Run 1, supply network:
Scale bar: 20 um. Pins as bars on the die edge.
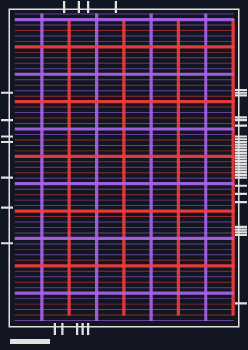
Run 1, placement by cell class:
Fill, decap, tap and diode cells in grey.
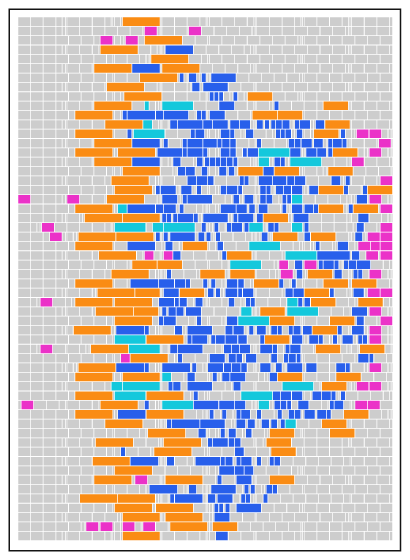
Run 1, routed clock nets over the placement:
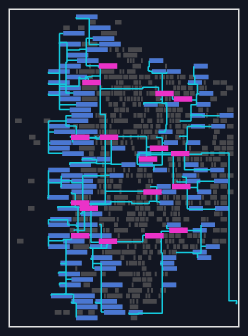
===== config.mk =====
export PLATFORM = sky130hd
export DESIGN_NAME = gcc_centroid_smoother
export DESIGN_NICKNAME = d
export VERILOG_FILES = /design/src/rtl/gcc_centroid_smoother.sv
export SDC_FILE = /design/constraint.sdc
export NUM_CORES = 1
export LEC_CHECK = 0
export CAP_MARGIN = 20
export CORE_ASPECT_RATIO = 1.4
export CORE_MARGIN = 2
export CORE_UTILIZATION = 35
export CTS_BUF_LIST = sky130_fd_sc_hd__clkbuf_4 sky130_fd_sc_hd__clkbuf_8 sky130_fd_sc_hd__clkbuf_16
export CTS_CLUSTER_DIAMETER = 60
export DETAILED_ROUTE_END_ITERATION = 12
export SLEW_MARGIN = 20
export SYNTH_ARGS = -nofsm -noshare
export SYNTH_HDL_FRONTEND = slang
export SYNTH_SLANG_ARGS = --single-unit

===== constraint.sdc =====
create_clock -name CLK -period 4 [get_ports CLK]
set_input_delay 0.6 -clock CLK [delete_from_list [all_inputs] [get_ports CLK]]
set_output_delay 0.6 -clock CLK [all_outputs]
set_load 0.005 [all_outputs]

===== src/rtl/gcc_centroid_smoother.sv =====
// Sliding-window moving average of GCC centroid results, published over VALID/ACCEPT.
// Optional jump detection on the published stream is enabled with `define JUMP_DETECT_EN.
module gcc_centroid_smoother #(
  parameter int LOG2_WIN = 2
`ifdef JUMP_DETECT_EN
  ,
  parameter int JUMP_THR = 16
`endif
) (
  input  logic       CLK,
  input  logic       RESET,
  input  logic [7:0] Xc,
  input  logic [7:0] Yc,
  input  logic       READY_,
  input  logic       FLUSH,
  input  logic       ACCEPT,
  output logic [7:0] Xa,
  output logic [7:0] Ya,
  output logic       VALID,
  output logic [7:0] DROP_CNT
`ifdef JUMP_DETECT_EN
  ,
  output logic       JUMP
`endif
);

  localparam int DATA_W = 8;
  localparam int WIN    = 2 ** LOG2_WIN;
  localparam int SUM_W  = DATA_W + LOG2_WIN;
  localparam logic [LOG2_WIN-1:0] LAST = LOG2_WIN'(WIN - 1);

  typedef enum logic {FILL, RUN} state_t;

  state_t              state, state_nxt;
  logic [LOG2_WIN-1:0] wptr_p1;
  logic [SUM_W-1:0]    sum_x_p1, sum_y_p1;
  logic [SUM_W-1:0]    old_x, old_y;
  logic                vld_p1;
  logic                sample;
  logic [DATA_W-1:0]   win_x [WIN];
  logic [DATA_W-1:0]   win_y [WIN];

  function automatic logic [DATA_W-1:0] round_avg(input logic [SUM_W-1:0] s);
    logic [SUM_W:0] t;
    t = {1'b0, s} + (SUM_W + 1)'(WIN / 2);
    return DATA_W'(t >> LOG2_WIN);
  endfunction

  function automatic logic [7:0] sat_inc(input logic [7:0] c);
    return (c == 8'hFF) ? c : c + 8'd1;
  endfunction

  assign sample = !READY_ && !FLUSH;

  always_comb begin
    state_nxt = state;
    if (FLUSH)
      state_nxt = FILL;
    else if (!READY_ && state == FILL && wptr_p1 == LAST)
      state_nxt = RUN;
  end

  always_ff @(posedge CLK) begin
    if (RESET) state <= FILL;
    else       state <= state_nxt;
  end

  // While filling, the slot being written holds no window member yet.
  always_comb begin
    old_x = '0;
    old_y = '0;
    if (state == RUN) begin
      old_x = SUM_W'(win_x[wptr_p1]);
      old_y = SUM_W'(win_y[wptr_p1]);
    end
  end

  // Stage 1: window update; in FILL the write pointer doubles as the fill count
  always_ff @(posedge CLK) begin
    if (RESET || FLUSH) begin
      wptr_p1  <= '0;
      sum_x_p1 <= '0;
      sum_y_p1 <= '0;
      vld_p1   <= 1'b0;
    end else begin
      vld_p1 <= 1'b0;
      if (!READY_) begin
        sum_x_p1 <= sum_x_p1 + SUM_W'(Xc) - old_x;
        sum_y_p1 <= sum_y_p1 + SUM_W'(Yc) - old_y;
        wptr_p1  <= wptr_p1 + LOG2_WIN'(1);
        vld_p1   <= (state == RUN) || (wptr_p1 == LAST);
      end
    end
  end

  always_ff @(posedge CLK) begin
    if (sample) begin
      win_x[wptr_p1] <= Xc;
      win_y[wptr_p1] <= Yc;
    end
  end

  // Stage 2: rounded average and output handshake
  always_ff @(posedge CLK) begin
    if (RESET) begin
      Xa       <= '0;
      Ya       <= '0;
      VALID    <= 1'b0;
      DROP_CNT <= '0;
    end else if (FLUSH) begin
      VALID <= 1'b0;
    end else if (vld_p1) begin
      Xa    <= round_avg(sum_x_p1);
      Ya    <= round_avg(sum_y_p1);
      VALID <= 1'b1;
      if (VALID && !ACCEPT) DROP_CNT <= sat_inc(DROP_CNT);
    end else if (VALID && ACCEPT) begin
      VALID <= 1'b0;
    end
  end

`ifdef JUMP_DETECT_EN
  logic [DATA_W-1:0] xc_p1, yc_p1;
  logic              pub_vld;

  function automatic logic [DATA_W-1:0] abs_diff(input logic [DATA_W-1:0] a,
                                                 input logic [DATA_W-1:0] b);
    return (a > b) ? a - b : b - a;
  endfunction

  always_ff @(posedge CLK) begin
    if (sample) begin
      xc_p1 <= Xc;
      yc_p1 <= Yc;
    end
  end

  // Xa/Ya already hold the last published average; pub_vld marks it as meaningful.
  always_ff @(posedge CLK) begin
    if (RESET || FLUSH) begin
      JUMP    <= 1'b0;
      pub_vld <= 1'b0;
    end else if (vld_p1) begin
      JUMP    <= pub_vld && ((int'(abs_diff(xc_p1, Xa)) > JUMP_THR) ||
                             (int'(abs_diff(yc_p1, Ya)) > JUMP_THR));
      pub_vld <= 1'b1;
    end else if (VALID && ACCEPT) begin
      JUMP <= 1'b0;
    end
  end
`endif

endmodule


==> notes.md, run 1 <==
impl run done, here's what came out: status=finished, violations left, failing checks=DRC, WP depth=12, die footprint=around 0.018 mm2, peak supply drop=0.0002937 V, cts repair resizes=0, Seq/Total Area, Yosys=about half, Synth area leaders=edfxtp_1 (33%), dfxtp_1 (17%), mux4_2 (6.2%), yosys warns=0, worst hold path class=reg -> reg, CTS tree=built, Worst Setup EP=sum_y_p1[9]$_SDFFE_PP0N_, P_leak=roughly 2.6 nW, fin util=a little over two fifths, syn avg cell area=about 11 um2, worst-path cell chain=buf_4 -> mux4_2 -> and2_1 -> fa_1 -> inv_1 -> ha_1 -> a211oi_1 -> o21bai_2 -> a21oi_1 -> or3_4 -> mux2_2 -> nand3_1, post-synth top area share=roughly 33%, # Cells Yosys=approximately 520, CTS clock-pin slew for the worst setup and hold paths=around 60 ps, yosys stat area=approximately 0.006 mm2, final setup violation count=0, layout cells sized above 1=between 10% and 20%, Setup Buffers After CTS=0, initial antenna violation count=0, # diodes=0, total power=0.003127 W, DP Area=0.006528 mm2, Crit-path slowest cell=dfxtp_1, placer congestion estimate=between 0.8 and 0.9, setup ws final=290.6 ps, Layout Nets=between 600 and 700, setup tns final=0 ps, clock sinks=~120, Root Driver=clkbuf_16, Final Critical Period=3709 ps, max cap viols=0, Critical Path Fanout Max=8, largest net degree at the start of global routing=35, drt wl/cell=between 10 and 15 um, DRC errors left=1, IO Pins=46, setup slack, reg-to-reg=between 200 and 300 ps, Area growth syn-to-layout=21.21%, post-layout period usage=92.73%, Synth flops=around 120, Final Hold Vio Count=0
## Picture notes: 'supply network'
Red marks VDD. Purple marks VSS.
57 met1 rails follow the rows. The core has 56 rows.

## Picture notes: 'placement by cell class'
Blue marks remaining logic cells, cells 384, share of their area 42%. Cyan marks clock drivers and dummy loads, cells 32, share of their area 8.4%. Orange marks registers, cells 115, share of their area 43%. Magenta marks remaining buffers and delay cells, cells 50, share of their area 7.1%.

## Picture notes: 'routed clock nets over the placement'
Magenta marks clock-net drivers, count 17. Blue marks flip-flops, count 115. Cyan marks clock wires, length 1560 um.
There are 18 routed clock nets.

run 1: cell usage in the layout, fill, tap and decap left out, types with 9 or more instances in the layout:
cell and n:
xor2_1 10, inv_1 71, edfxtp_1 64, nand3_1 10
clkbuf_16 17, clkdlybuf4s50_1 45, nand2_1 29, o21ai_0 9
mux4_2 16, ha_1 27, a21oi_1 21, dfxtp_1 51
nor2_1 42, a211oi_1 20, fa_1 16, nand4_1 9
xnor2_1 21, and2_1 22
run 1: final cells by class:
cell class / count / area [um2]
multi-input combinational: 313 / 2576
tap: 203 / 254.0
fill: 1527 / 9507
inverter: 71 / 266.5
clock buffer: 17 / 425.4
clock inverter: 15 / 146.4
timing repair buffer: 50 / 488.0
sequential: 115 / 2943
run 1: layer usage:
layer,wire (um),vias up,share of wire [%],global-route usage (%)
met4,88,0,0.77,5.633
li1,-,1909,-,-
met5,0,-,0,0
met2,5831,80,51,23.87
met3,415,10,3.6,3.119
met1,5058,1809,44,16.36
run 1: worst min-delay path, cell delays in order (launching register included):
cell and delay, ps:
dfxtp_1 310, nand2_1 50, a21oi_1 50
run 1: through the flow:
step                      hold slack, ps  cells
after floorplan                    440.9    518
after global placement             455.0    752
after detailed placement           456.1    752
after CTS                          465.1    784
after global routing               486.4    784
final                              464.9    784
run 1: Yosys cell counts, drive strengths merged, types with 16 or more instances:
| master | instances |
|---|---|
| inv | 71 |
| edfxtp | 64 |
| dfxtp | 51 |
| nor2 | 43 |
| nand2 | 29 |
| ha | 27 |
| and2 | 22 |
| a21oi | 21 |
| xnor2 | 21 |
| a211oi | 20 |
| clkbuf | 16 |
| fa | 16 |
| mux4 | 16 |
run 1: sequential cells by signal, summed over array words and instances (netlist names), 2 cells and up, named ones only:
register and flops:
win_x 32, win_y 32, sum_x_p1 10, sum_y_p1 10
DROP_CNT 8, Xa 8, Ya 8, wptr_p1 2
run 1: worst min-delay path by stage:
stage / from / endpoint / slack (ps)
floorplan: sum_x_p1[5]$_SDFFE_PP0N_ / sum_x_p1[5]$_SDFFE_PP0N_ / 440
global placement: sum_y_p1[5]$_SDFFE_PP0N_ / sum_y_p1[5]$_SDFFE_PP0N_ / 450
detailed placement: sum_y_p1[5]$_SDFFE_PP0N_ / sum_y_p1[5]$_SDFFE_PP0N_ / 460
CTS: sum_y_p1[5]$_SDFFE_PP0N_ / sum_y_p1[5]$_SDFFE_PP0N_ / 470
global route: Xa[0]$_SDFFE_PP0P_ / Xa[0]$_SDFFE_PP0P_ / 490
finish: Ya[0]$_SDFFE_PP0P_ / Ya[0]$_SDFFE_PP0P_ / 460
run 1: power breakdown:
group / switching, W / internal [W]
combinational: 0.000210 / 0.000171
sequential: 0.0000191 / 0.00127
clock: 0.000583 / 0.000870
total: 0.000812 / 0.00232
run 1: kinds of logic (layout without fill, tap and decap cells):
kind of cell / after synthesis / in the layout / synth area share (%)
adders and majority gates: 43 / 43 / 11.24
muxes: 22 / 22 / 7.199
and+or+nand+nor: 140 / 140 / 11.79
AOI/OAI and AO/OA: 77 / 77 / 9.080
buffers and inverters: 90 / 153 / 5.811
DFF: 115 / 115 / 50.25
xor gates and xnor gates: 31 / 31 / 4.636
Run 1, clock nets:
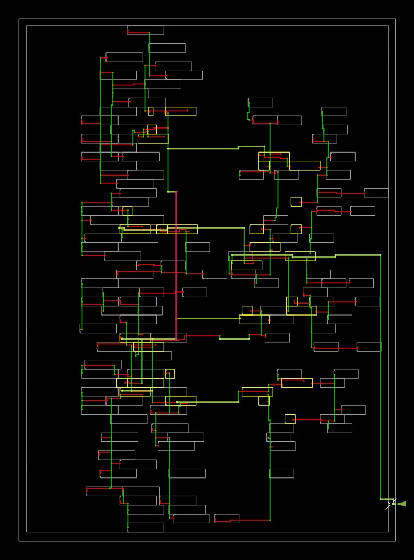

==> run 1 -> run 2 <==
--- a/config.mk
+++ b/config.mk
@@ -6,12 +6,15 @@
 export NUM_CORES = 1
 export LEC_CHECK = 0
 export CAP_MARGIN = 20
+export CELL_PAD_IN_SITES_DETAIL_PLACEMENT = 2
+export CELL_PAD_IN_SITES_GLOBAL_PLACEMENT = 2
 export CORE_ASPECT_RATIO = 1.4
 export CORE_MARGIN = 2
 export CORE_UTILIZATION = 35
 export CTS_BUF_LIST = sky130_fd_sc_hd__clkbuf_4 sky130_fd_sc_hd__clkbuf_8 sky130_fd_sc_hd__clkbuf_16
 export CTS_CLUSTER_DIAMETER = 60
 export DETAILED_ROUTE_END_ITERATION = 12
+export PLACE_DENSITY_LB_ADDON = 0.1
 export SLEW_MARGIN = 20
 export SYNTH_ARGS = -nofsm -noshare
 export SYNTH_HDL_FRONTEND = slang
Run 2, clock nets:
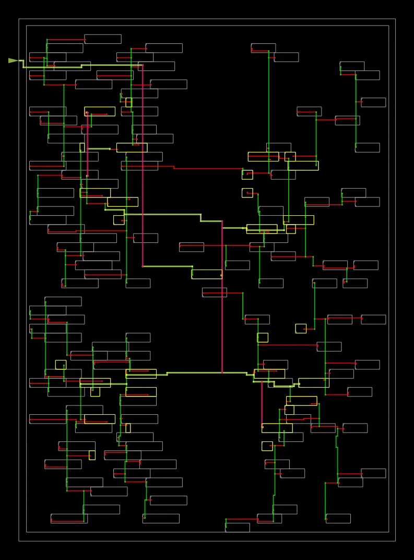
TritonCTS Buffers: 17
P_clk: 0.00137 W
Clock Skew: 8.987 ps

==> run 2 against run 1 <==
The flow now finishes without violations. Count of clock-buffer cells in the layout unchanged. Core utilization about the same. Synthesized cell count unchanged. Critical path type unchanged. Largest power group unchanged.
==> notes.md, run 2 <==
impl run done, here's what came out: # diodes=0, Worst Setup EP=sum_y_p1[9]$_SDFFE_PP0N_, syn avg cell area=around 11 um2, peak supply drop=approximately 0.00025 V, IO Pins=between 40 and 50, setup slack, reg-to-reg=380 ps, most frequent logic cells in the routed design=inv_1 (71), edfxtp_1 (64), dfxtp_1 (51), Hold Startpoint=Xa[0]$_SDFFE_PP0P_, setup tns final=0 ps, die footprint=~0.018 mm2, CTS clock-pin slew for the worst setup and hold paths=60 ps, yosys warns=0, largest area contributor in the netlist=edfxtp_1, met3 usage in global routing=under 10%, Final Critical Period=3621 ps, P_leak=2.617 nW, initial antenna violation count=0, yosys stat area=0.005857 mm2, die width=between 100 and 150 um, global route hottest layer=met2, Synth area leaders=edfxtp_1 (33%), dfxtp_1 (17%), mux4_2 (6.2%), layout cells sized above 1=10.63%, setup ws final=between 300 and 400 ps, DP Area=between 0.006 and 0.007 mm2, Final Hold Vio Count=0, Post-Syn Area=about 0.0059 mm2, Root Driver=clkbuf_16, Critical Path Fanout Max=16, Largest regs=win_x: 32 flops, win_y: 32 flops, post-synth net total=582, Layout Nets=634, status=finished, final reports clean, met2 usage=30.94%, total power=0.003060 W, Setup Buffers After CTS=0, Seq/Total Area, Yosys=about half, met1 GRT Util=approximately 20%, final setup violation count=0, most common cell in the netlist=inv_1, DRC errors left=0, worst hold path class=reg -> reg, Critical Path Sink Type=flip-flop, list of most frequent post-synthesis cells=inv_1 (71), edfxtp_1 (64), dfxtp_1 (51)
Run 2, signal wires by layer:
Scale bar: 20 um. Two of the layers only.
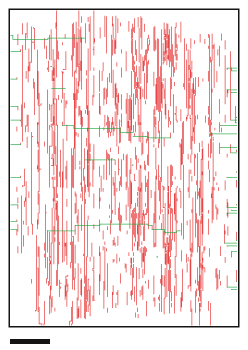
Green marks M3, wire length 315 um. Red marks M2, wire length 7480 um.

[run 2: metrics by stage]
step / std cells / util, % / hold WS, ps
finish: 786 / 42.73 / 458.4
detailed placement: 754 / 39.47 / 456.5
global route: 786 / 42.73 / 487.2
global placement: 754 / 39.47 / 448.8
CTS: 786 / 42.70 / 464.4
floorplan: 518 / - / 440.9
[run 2: cell type report]
type                       instances  area [um2]
tap                              203       254.0
inverter                          71       266.5
multi-input combinational        313        2581
sequential                       115        2943
timing repair buffer              52       515.5
fill                            1726        9510
clock inverter                    15       110.1
clock buffer                      17       425.4
[run 2: critical path: stages (launching register included)]
cell      delay [ps]
dfxtp_1          360
buf_12           200
mux4_2           520
and2_1           180
fa_1             530
inv_1             60
ha_1             310
a211oi_1         410
o21bai_2         140
a21oi_1          260
or3_4            190
mux2_2           320
nand3_1           80
[run 2: per-layer routing]
layer  wire, um  share of wire, %
met1       6021                43
met3        314               2.2
met4        138              0.99
met2       7483                54
met5          0                 0
[run 2: cells by family after synthesis]
logic type / Yosys count / share of synthesized area, %
and+or+nand+nor: 140 / 11.79
buffers and inverters: 90 / 5.811
AOI/OAI and AO/OA: 77 / 9.080
DFF: 115 / 50.25
xor gates and xnor gates: 31 / 4.636
adders and majority gates: 43 / 11.24
muxes: 22 / 7.199
[run 2: power breakdown]
group | switching, W | internal (W)
Clock | 0.000572 | 0.000794
Sequential | 0.0000181 | 0.00127
Combinational | 0.000228 | 0.000174
Total | 0.000818 | 0.00224
[run 2: worst min-delay path by stage]
stage                                to  depth (start not counted)  slack [ps]
2_1_floorplan  sum_x_p1[5]$_SDFFE_PP0N_                          2         440
3_3_place_gp         Xa[0]$_SDFFE_PP0P_                          2         450
3_5_place_dp         Xa[0]$_SDFFE_PP0P_                          2         460
4_1_cts              Xa[0]$_SDFFE_PP0P_                          2         460
5_1_grt              Xa[0]$_SDFFE_PP0P_                          2         490
6_report             Xa[0]$_SDFFE_PP0P_                          2         460
Power figures rest on the tool's default switching activity, not on a simulated workload.
